File: config.mk
export PLATFORM = sky130hd
export DESIGN_NAME = pc_bank
export DESIGN_NICKNAME = d
export VERILOG_FILES = /design/src/rtl/pc_bank_pkg.sv /design/src/rtl/pc_chan.sv /design/src/rtl/pc_bank.sv
export SDC_FILE = /design/constraint.sdc
export NUM_CORES = 1
export LEC_CHECK = 0
export CORE_MARGIN = 4
export CORE_UTILIZATION = 46
export CTS_CLUSTER_SIZE = 10
export DETAILED_ROUTE_END_ITERATION = 12
export PLACE_DENSITY = 0.82
export SLEW_MARGIN = 20
export SYNTH_ARGS = -nofsm -noshare
export SYNTH_HDL_FRONTEND = slang
export SYNTH_HIERARCHICAL = 1
export SYNTH_SLANG_ARGS = --single-unit
File: constraint.sdc
create_clock -name clk -period 2.9 [get_ports clk]
set_clock_uncertainty 0.2 [all_clocks]
set_input_delay 0.58 -clock clk [delete_from_list [all_inputs] [get_ports clk]]
set_output_delay 0.58 -clock clk [all_outputs]
set_load 0.005 [all_outputs]
File: src/rtl/pc_bank_pkg.sv
// Shared types and constants for the pc_bank program-counter block.
package pc_bank_pkg;

  localparam int DELAY_W = 5;

  typedef enum logic [1:0] {
    RUN   = 2'd0,
    DELAY = 2'd1,
    HALT  = 2'd2
  } chan_state_e;

endpackage

File: src/rtl/pc_chan.sv
// One program-counter channel: next-PC selection, wrap, delay hold and
// optional breakpoint halt (enabled by defining PC_BKPT_EN).
module pc_chan
  import pc_bank_pkg::*;
#(
  parameter int ADDR_W = 5
) (
  input  logic               clk,
  input  logic               reset_n,
  input  logic               penable,
  input  logic               restart,
  input  logic               imm,
  input  logic               jmp,
  input  logic [ADDR_W-1:0]  din,
  input  logic [ADDR_W-1:0]  pend,
  input  logic [ADDR_W-1:0]  wrap_target,
  input  logic               stalled,
  input  logic [DELAY_W-1:0] delay,
`ifdef PC_BKPT_EN
  input  logic               bkpt_en,
  input  logic [ADDR_W-1:0]  bkpt_addr,
  output logic               halted,
`endif
  output logic [ADDR_W-1:0]  dout,
  output logic [ADDR_W-1:0]  pc,
  output logic               delaying
);

  chan_state_e        state, state_nxt;
  logic [DELAY_W-1:0] cnt, cnt_nxt;
  logic [ADDR_W-1:0]  adv;

  // Sequential advance target; pc + 1 rolls over modulo 2^ADDR_W.
  always_comb begin
    adv = pc + 1'b1;
    if (jmp)              adv = din;
    else if (pc == pend)  adv = wrap_target;
  end

  always_comb begin
    // NOTE: every output of this block gets a default first so no path leaves it unassigned (no latch).
    state_nxt = state;
    cnt_nxt   = cnt;
    dout      = pc;
    if (restart) begin
      dout      = '0;
      state_nxt = RUN;
      cnt_nxt   = '0;
    end else if (imm) begin
      if (jmp) dout = din;
      state_nxt = RUN;
      cnt_nxt   = '0;
`ifdef PC_BKPT_EN
      if (state == HALT && !jmp) state_nxt = HALT;
`endif
    end else begin
      unique case (state)
        RUN: begin
          if (penable && !stalled) begin
            dout = adv;
            if (delay != '0) begin
              cnt_nxt   = delay;
              state_nxt = DELAY;
            end
`ifdef PC_BKPT_EN
            if (bkpt_en && adv == bkpt_addr) begin
              cnt_nxt   = '0;
              state_nxt = HALT;
            end
`endif
          end
        end
        DELAY: begin
          if (penable) begin
            cnt_nxt = cnt - 1'b1;
            if (cnt <= DELAY_W'(1)) begin
              cnt_nxt   = '0;
              state_nxt = RUN;
            end
          end
        end
        default: ;  // HALT holds until restart or imm+jmp
      endcase
    end
  end

  // NOTE: state registers use non-blocking assignments so all channels update from the same pre-edge values.
  always_ff @(posedge clk or negedge reset_n) begin
    if (!reset_n) begin
      pc    <= '0;
      cnt   <= '0;
      state <= RUN;
    end else begin
      pc    <= dout;
      cnt   <= cnt_nxt;
      state <= state_nxt;
    end
  end

  assign delaying = (state == DELAY);
`ifdef PC_BKPT_EN
  assign halted   = (state == HALT);
`endif

endmodule

File: src/rtl/pc_bank.sv
// Bank of NUM_SM independent program counters, one pc_chan per channel.
// Breakpoint ports and HALT behaviour are present only with PC_BKPT_EN defined.
module pc_bank
  import pc_bank_pkg::*;
#(
  parameter int NUM_SM = 4,
  parameter int ADDR_W = 5
) (
  input  logic                      clk,
  input  logic                      reset_n,
  input  logic [NUM_SM-1:0]         penable,
  input  logic [NUM_SM-1:0]         restart,
  input  logic [NUM_SM-1:0]         imm,
  input  logic [NUM_SM-1:0]         jmp,
  input  logic [NUM_SM*ADDR_W-1:0]  din,
  input  logic [NUM_SM*ADDR_W-1:0]  pend,
  input  logic [NUM_SM*ADDR_W-1:0]  wrap_target,
  input  logic [NUM_SM-1:0]         stalled,
  input  logic [NUM_SM*DELAY_W-1:0] delay,
`ifdef PC_BKPT_EN
  input  logic [NUM_SM-1:0]         bkpt_en,
  input  logic [NUM_SM*ADDR_W-1:0]  bkpt_addr,
  output logic [NUM_SM-1:0]         halted,
`endif
  output logic [NUM_SM*ADDR_W-1:0]  dout,
  output logic [NUM_SM*ADDR_W-1:0]  pc,
  output logic [NUM_SM-1:0]         delaying
);

  for (genvar g = 0; g < NUM_SM; g++) begin : g_chan
    pc_chan #(.ADDR_W(ADDR_W)) u_chan (
      .clk         (clk),
      .reset_n     (reset_n),
      .penable     (penable[g]),
      .restart     (restart[g]),
      .imm         (imm[g]),
      .jmp         (jmp[g]),
      .din         (din[g*ADDR_W +: ADDR_W]),
      .pend        (pend[g*ADDR_W +: ADDR_W]),
      .wrap_target (wrap_target[g*ADDR_W +: ADDR_W]),
      .stalled     (stalled[g]),
      .delay       (delay[g*DELAY_W +: DELAY_W]),
`ifdef PC_BKPT_EN
      .bkpt_en     (bkpt_en[g]),
      .bkpt_addr   (bkpt_addr[g*ADDR_W +: ADDR_W]),
      .halted      (halted[g]),
`endif
      .dout        (dout[g*ADDR_W +: ADDR_W]),
      .pc          (pc[g*ADDR_W +: ADDR_W]),
      .delaying    (delaying[g])
    );
  end

endmodule
Local utilization:
Scale: 4 px per µm. The die is cut into 10 by 10 equal tiles; white is low, dark blue is high, 0 to 100% covered.
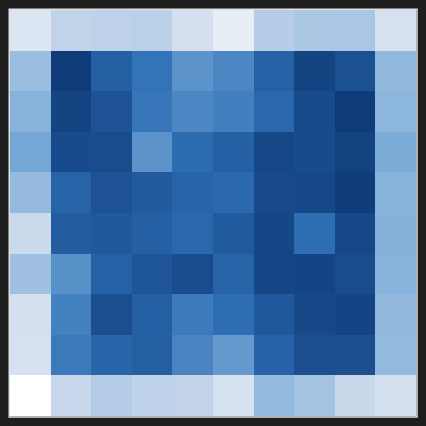
- fullest tile: 95%
- emptiest ninth of the die: bottom left
- mean over tiles: 63%
- tiles over 75% full: 51%
- nearly empty tiles: 1.0%

Routed metal, one color a layer:
Scale: 4 px per µm.
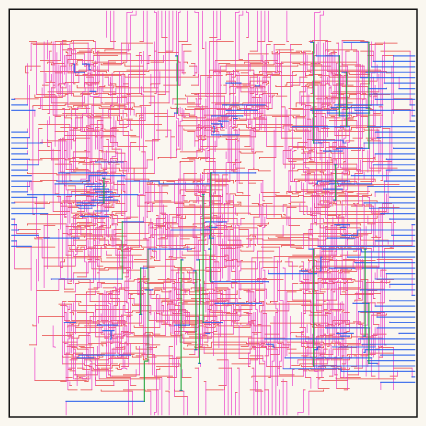
- metal 4: green (wire length 378 µm)
- metal 1: red (wire length 5930 µm)
- metal 3: blue (wire length 1340 µm)
- metal 2: magenta (wire length 7630 µm)

Clock routing:
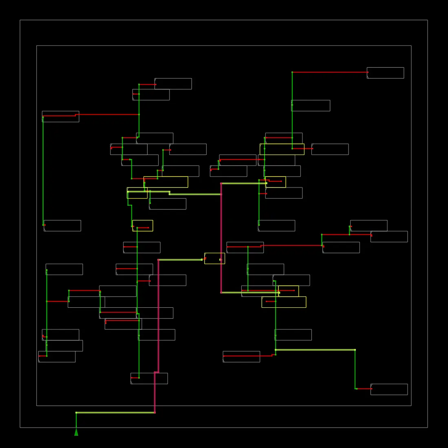
Sink Count: 44
CTS Buf Count: 5
clock latency on the worst-skew pair: 0.31 ns
Clk. pwr: 0.659 mW
number of sequential cells in the layout: 44

Sequential cells colored by netlist name:
Scale: 4 px per µm. Other sequential cells in the stronger gray, the rest of the logic in the fainter gray.
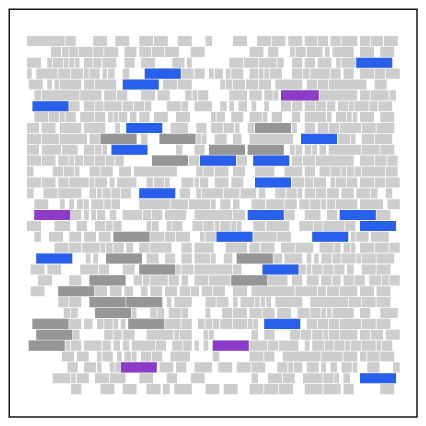
- `g_chan.u_chan/state`: purple (flops 4)
- `g_chan.u_chan/pc`: blue (flops 20)
- not colored: 20
flip-flop and latch area: 1100 µm²
P_seq: 0.689 mW
Post-Route Utilization: 79.6%

==> out/summary.rpt <==
CTS
--------------------------------------------------------------------------------
Number of hold buffers added after CTS                                         0
Clock slew at reported path FFs                                          0.09 ns
Max H-tree Level                                                               2
Clock tree root buffer cell                                             clkbuf_8

SETUP PATH
--------------------------------------------------------------------------------
Largest stage delay on the critical path                                 0.57 ns
Endpoint of the worst-slack reg-to-reg timing path                  g_chan[2].u_chan/pc[0]
Data required, critical path                                             2.12 ns
Worst Setup Start Kind                                                input port
Slack of the worst reg-to-reg path                                       0.76 ns
Classification of the worst setup path                              input port to output pin

CELLS AND AREA
--------------------------------------------------------------------------------
Area of the multi-input gates                                           2980 µm²
Multi-In Gates                                                               357
Post-Layout Inst Area                                                   6670 µm²
Antenna diodes                                                                 0
Data-path buffer share of cell area in the final layout                    31.9%
Most area-hungry cell class in the final design                     combinational gates
Combinational share of cell area                                           44.7%

SYNTHESIS
--------------------------------------------------------------------------------
Top cell type's share of synthesized area                                  27.3%
Synthesized cell area                                                   4030 µm²
Sequential area share after synthesis                                      27.3%
MUX area fraction                                                         0.994%
AND-OR/OR-AND Cells, Area Fraction                                         33.2%
Summed standard-cell area reported by yosys                             4030 µm²
YS warnings                                                                    6
Cell taking the most area after synthesis                                dfrtp_1
Number of standard cells after synthesis                                     464
Post-synth net total                                                         578

POWER
--------------------------------------------------------------------------------
Sequential power share                                                     31.6%
Comb power                                                              0.832 mW
Top Consumer                                                        combinational logic
Internal Power                                                           1.52 mW
Maximum resistive drop on vdd                                             198 µV

RUN STATUS
--------------------------------------------------------------------------------
Status                                                                 completed

TIMING
--------------------------------------------------------------------------------
Setup repair after global routing missed its margin                          yes
Number of max-slew violations in the final report                              0
Max Fclk                                                                 348 MHz
Final hold violations                                                          0

DIE
--------------------------------------------------------------------------------
Die height                                                                102 µm

PLACE
--------------------------------------------------------------------------------
Cells after DPL                                                              770

GLOBAL ROUTING
--------------------------------------------------------------------------------
Met2 track utilization from global routing                                 51.1%
Met3 capacity usage during global routing                                  5.17%
Gr usage total                                                             28.4%
Number of antenna violations at the first check in global routing              0

JOB
--------------------------------------------------------------------------------
MaxCap Viol Count                                                              0

ROUTING
--------------------------------------------------------------------------------
Top Metal Used                                                              met4

[state kept, by name, indices dropped and copies added, names as in the netlist]
| signal | count |
|---|---|
| g_chan.u_chan/cnt | 20 |
| g_chan.u_chan/state | 4 |
| g_chan.u_chan/pc | 20 |
[worst max-delay path by stage]
stage	start	end	slack [ns]	cells after the start
finish	stalled[2]	dout[12]	0.03	6
global route	stalled[2]	dout[11]	-0.05	8
CTS	pend[8]	dout[5]	0.0006	8
detailed placement	stalled[1]	dout[9]	-0.65	6
global placement	stalled[1]	dout[7]	-0.59	6
floorplan	penable[2]	dout[13]	0.47	5
Power figures rest on the tool's default switching activity, not on a simulated workload.
